### The metal 3 layer

The bar under the picture is 50 microns long.
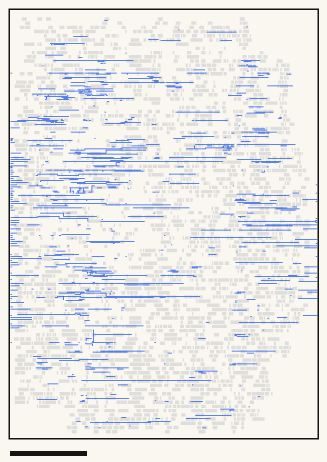
### Congestion heat map

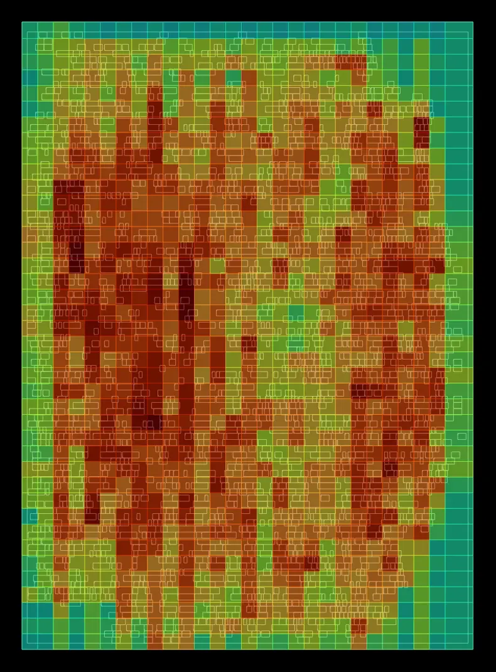
### Gate families picked out

The bar under the picture is 50 microns long.
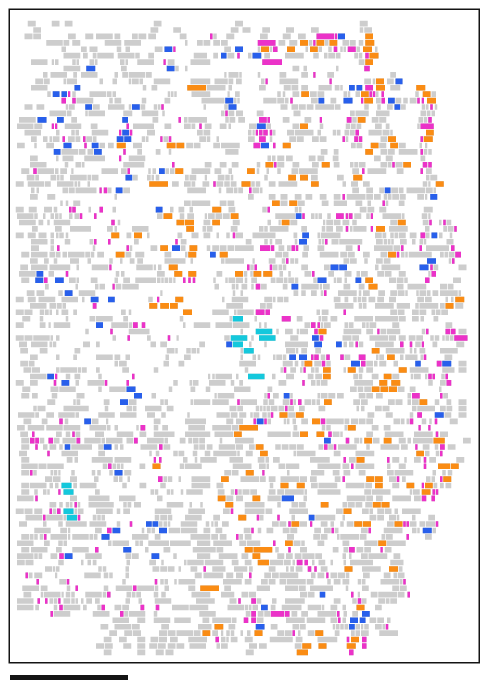
### Close-up of the layout

The bar under the picture is 10 microns long. Window x 129 to 169, y 49 to 89 microns. Cells in gray, sequential cells in the stronger gray; small squares are vias.
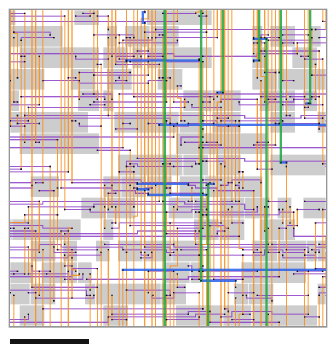
### Met1 routing

The bar under the picture is 50 microns long. Supply wires on this layer in gray.
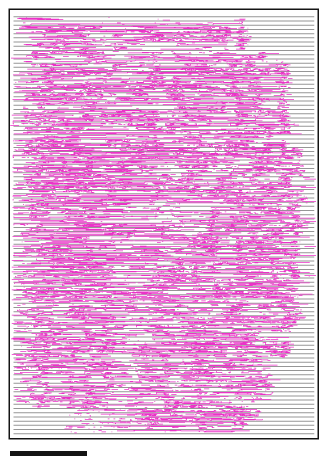
## config.mk

```make
export PLATFORM = sky130hd
export DESIGN_NAME = fcs_insert
export DESIGN_NICKNAME = d
export VERILOG_FILES = /design/src/rtl/fcs_insert.sv
export SDC_FILE = /design/constraint.sdc
export NUM_CORES = 1
export LEC_CHECK = 0
export CORE_ASPECT_RATIO = 1.4
export CORE_MARGIN = 2
export CORE_UTILIZATION = 38
export DETAILED_ROUTE_END_ITERATION = 12
export GPL_TIMING_DRIVEN = 1
export HOLD_SLACK_MARGIN = 0.08
export PLACE_DENSITY = 0.57
export SLEW_MARGIN = 15
export SYNTH_ARGS = -nofsm -noshare
export SYNTH_HDL_FRONTEND = slang
export SYNTH_SLANG_ARGS = --single-unit
```

## constraint.sdc

```tcl
create_clock -name clk -period 22.6 [get_ports clk]
set_input_delay 2.26 -clock clk [delete_from_list [all_inputs] [get_ports clk]]
set_output_delay 2.26 -clock clk [all_outputs]
set_load 0.005 [all_outputs]
```

## src/rtl/fcs_insert.sv

```systemverilog
// fcs_insert: appends the Ethernet FCS (CRC-32) to an 8-lane byte stream
//   crc32      : sliced reflected CRC-32 (poly 0x04C11DB7), combinational out_crc
//                covers the current crc state plus the bytes presented this cycle
//   fcs_insert : clk, rst_n (sync, active-low);
//                s_data/s_keep/s_valid/s_last/s_ready  upstream beat
//                m_data/m_keep/m_valid/m_last/m_ready  downstream beat, FCS appended
module crc32 #(
    parameter int          SLICE_LENGTH     = 8,
    parameter int          MAX_SLICE_LENGTH = 16,
    parameter bit          REGISTER_OUTPUT  = 1'b0,
    parameter bit          INVERT_OUTPUT    = 1'b1,
    parameter logic [31:0] INITIAL_CRC      = 32'hFFFFFFFF
) (
    input  logic                      clk,
    input  logic                      rst,
    input  logic [8*SLICE_LENGTH-1:0] in_data,
    input  logic [SLICE_LENGTH-1:0]   in_valid,
    output logic [31:0]               out_crc
);
    logic [31:0] crc_q, crc_d, res;
    always_comb begin
        crc_d = crc_q;
        for (int i = 0; i < SLICE_LENGTH; i++) begin
            if (i < MAX_SLICE_LENGTH && in_valid[i]) begin
                crc_d = crc_d ^ {24'h0, in_data[8*i +: 8]};
                for (int b = 0; b < 8; b++)
                    crc_d = crc_d[0] ? (crc_d >> 1) ^ 32'hEDB88320 : crc_d >> 1;
            end
        end
    end
    assign res = INVERT_OUTPUT ? ~crc_d : crc_d;
    // Reseed takes priority over the update, so out_crc still reflects the final bytes.
    always_ff @(posedge clk) crc_q <= rst ? INITIAL_CRC : crc_d;
    generate
        if (REGISTER_OUTPUT) begin : g_reg
            logic [31:0] out_q;
            always_ff @(posedge clk) out_q <= rst ? '0 : res;
            assign out_crc = out_q;
        end else begin : g_comb
            assign out_crc = res;
        end
    endgenerate
endmodule

module fcs_insert #(
    parameter logic [31:0] INITIAL_CRC      = 32'hFFFFFFFF,
    parameter int          MAX_SLICE_LENGTH = 16
) (
    input  logic        clk,
    input  logic        rst_n,
    input  logic [63:0] s_data,
    input  logic [7:0]  s_keep,
    input  logic        s_valid,
    input  logic        s_last,
    output logic        s_ready,
    output logic [63:0] m_data,
    output logic [7:0]  m_keep,
    output logic        m_valid,
    output logic        m_last,
    input  logic        m_ready
);
    typedef enum logic {PASS, EXTRA} state_t;
    state_t state_q, state_d;
    logic accept, xfer;
    logic [3:0] k;
    logic [31:0] fcs;
    logic [63:0] data_m;
    logic [95:0] ext;
    logic [63:0] m_data_q, m_data_d;
    logic [7:0] m_keep_q, m_keep_d, extra_keep_q, extra_keep_d;
    logic m_valid_q, m_valid_d, m_last_q, m_last_d;
    logic [31:0] extra_q, extra_d;
    assign s_ready = (~m_valid_q | m_ready) & (state_q != EXTRA);
    assign accept = s_valid & s_ready;
    assign xfer = m_valid_q & m_ready;
    crc32 #(
        .SLICE_LENGTH(8),
        .MAX_SLICE_LENGTH(MAX_SLICE_LENGTH),
        .REGISTER_OUTPUT(1'b0),
        .INVERT_OUTPUT(1'b1),
        .INITIAL_CRC(INITIAL_CRC)
    ) u_crc (
        .clk(clk),
        .rst(~rst_n | (accept & s_last)),
        .in_data(s_data),
        .in_valid(accept ? s_keep : 8'h00),
        .out_crc(fcs)
    );
    always_comb begin
        k = '0;
        data_m = '0;
        for (int i = 0; i < 8; i++) begin
            k = k + 4'(s_keep[i]);
            data_m[8*i +: 8] = s_keep[i] ? s_data[8*i +: 8] : 8'h00;
        end
    end
    // FCS placed right after the last valid lane; bytes spilling past lane 7 land in ext[95:64].
    assign ext = {32'h0, data_m} | ({64'h0, s_last ? fcs : 32'h0} << {k, 3'b000});
    always_ff @(posedge clk) state_q <= !rst_n ? PASS : state_d;
    always_comb begin
        state_d = state_q;
        if (state_q == PASS && accept && s_last && k > 4'd4) state_d = EXTRA;
        if (state_q == EXTRA && xfer) state_d = PASS;
    end
    always_comb begin
        m_valid_d = (state_q == EXTRA) | accept | (m_valid_q & ~m_ready);
        m_data_d = state_q == EXTRA ? (xfer ? {32'h0, extra_q} : m_data_q) : accept ? ext[63:0] : m_data_q;
        m_keep_d = state_q == EXTRA ? (xfer ? extra_keep_q : m_keep_q) :
                   accept ? (!s_last ? s_keep : k > 4'd4 ? 8'hFF : 8'hFF >> (4'd4 - k)) : m_keep_q;
        m_last_d = state_q == EXTRA ? (xfer | m_last_q) : accept ? (s_last & k <= 4'd4) : m_last_q;
        extra_d = accept ? ext[95:64] : extra_q;
        extra_keep_d = accept ? 8'hFF >> (4'd12 - k) : extra_keep_q;
    end
    always_ff @(posedge clk) begin
        if (!rst_n) begin
            m_valid_q <= 1'b0;
            m_data_q <= '0;
            m_keep_q <= '0;
            m_last_q <= 1'b0;
            extra_q <= '0;
            extra_keep_q <= '0;
        end else begin
            m_valid_q <= m_valid_d;
            m_data_q <= m_data_d;
            m_keep_q <= m_keep_d;
            m_last_q <= m_last_d;
            extra_q <= extra_d;
            extra_keep_q <= extra_keep_d;
        end
    end
    assign m_data = m_data_q;
    assign m_keep = m_keep_q;
    assign m_valid = m_valid_q;
    assign m_last = m_last_q;
endmodule
```

==> flow_metrics.env <==
# implementation run metrics
export IMPL_fin_setup_tns_ps=0
export IMPL_design_area_sq_mm=0.0230
export IMPL_cp_start_kind="input port"
export IMPL_met3_usage_pct=3.66
export IMPL_numSynthFlops=147
export IMPL_final_cells=3226
export IMPL_cts_root_buf="clkbuf_16"
export IMPL_cts_max_path_buffers=2
export IMPL_buffers_excl_clock=200
export IMPL_die_h_microns=276
export IMPL_async_flop_share_pct=0
export IMPL_grt_pass1_vias=19300
export IMPL_io_pins=152
export IMPL_ys_sh_adder_pct=0.832
export IMPL_clock_sinks=147
export IMPL_route_met2_wl_mm=45.3
export IMPL_slew_headroom_pct=7.31
export IMPL_synth_edff_count=0
export IMPL_fin_worst_skew_ps=12.5
export IMPL_reg2reg_from="m_valid"
export IMPL_cp_depth=32
export IMPL_hold_buffers=0
export IMPL_crit_arrival_ps=14970
export IMPL_outcome="complete, no violations"
export IMPL_drive_above_1_share_pct=9.29
export IMPL_syn_area_sq_mm=0.0201
export IMPL_top_logic_kind="XOR/XNOR gates"
export IMPL_end_kind="flop"
export IMPL_top_area_cell="dfxtp_1"
export IMPL_cap_violations=0
export IMPL_r2r_setup_slack_ps=10080
export IMPL_clk_pin_slew_ps=70
export IMPL_clkCellAreaFrac_pct=2.79
About 'The metal 3 layer':
The wires run mostly horizontal. 365 nets have wire on it. The layer carries 5140 microns of wire. The longest straight run is 103 microns. The layer holds 5.4% of the routed length.

About 'Congestion heat map':
GR Util met1: 40.2%
All-Layer GR Usage: 33.9%

About 'Gate families picked out':
Key: NOR gates = magenta [cells 306, most used nor2_1, where widely spread]; AND-OR and OR-AND gates = blue [cells 99, where widely spread]; adder and majority cells = cyan [cells 11, most used ha_1, where middle]; multiplexers = orange [cells 155, most used mux2i_1]
combinational share of cell area: 71.9%
most common cell after layout, fill and taps aside: xnor2_1

About 'Close-up of the layout':
Key: metal 2 = orange; metal 4 = green; metal 1 = purple; metal 3 = blue
91 logic cells have their middle in the window. Sequential cells in the window: 0. Most frequent: xnor2_1 (26), mux2i_1 (12), xnor3_1 (11).

About 'Met1 routing':
2440 nets have wire on it. The longest straight run is 111 microns. The layer carries 37.2 mm of wire. The wires run mostly horizontal.
final wirelength: 95.0 mm
DR vias: 19.8k

## synth_stat cells, types with 16 or more instances
library cell,count
a211oi_1,20
a21oi_1,154
a221oi_1,29
a22oi_1,21
a31oi_1,16
and2_1,32
and3_1,22
buf_1,17
clkbuf_1,124
dfxtp_1,147
inv_1,26
mux2_2,26
mux2i_1,117
nand2_1,243
nand2b_1,25
nand3_1,50
nand4_1,22
nor2_1,201
nor3_1,54
nor4_1,20
o211ai_1,37
o21ai_0,147
o21ai_1,20
or3_1,28
xnor2_1,295
xnor2_2,22
xnor3_1,82
xor2_1,95
## final timing paths
path,endpoint
setup / recovery,m_data[19]
hold / removal,extra_keep_q[7]
setup reg to reg,m_data[19]
hold reg to reg,extra_keep_q[7]
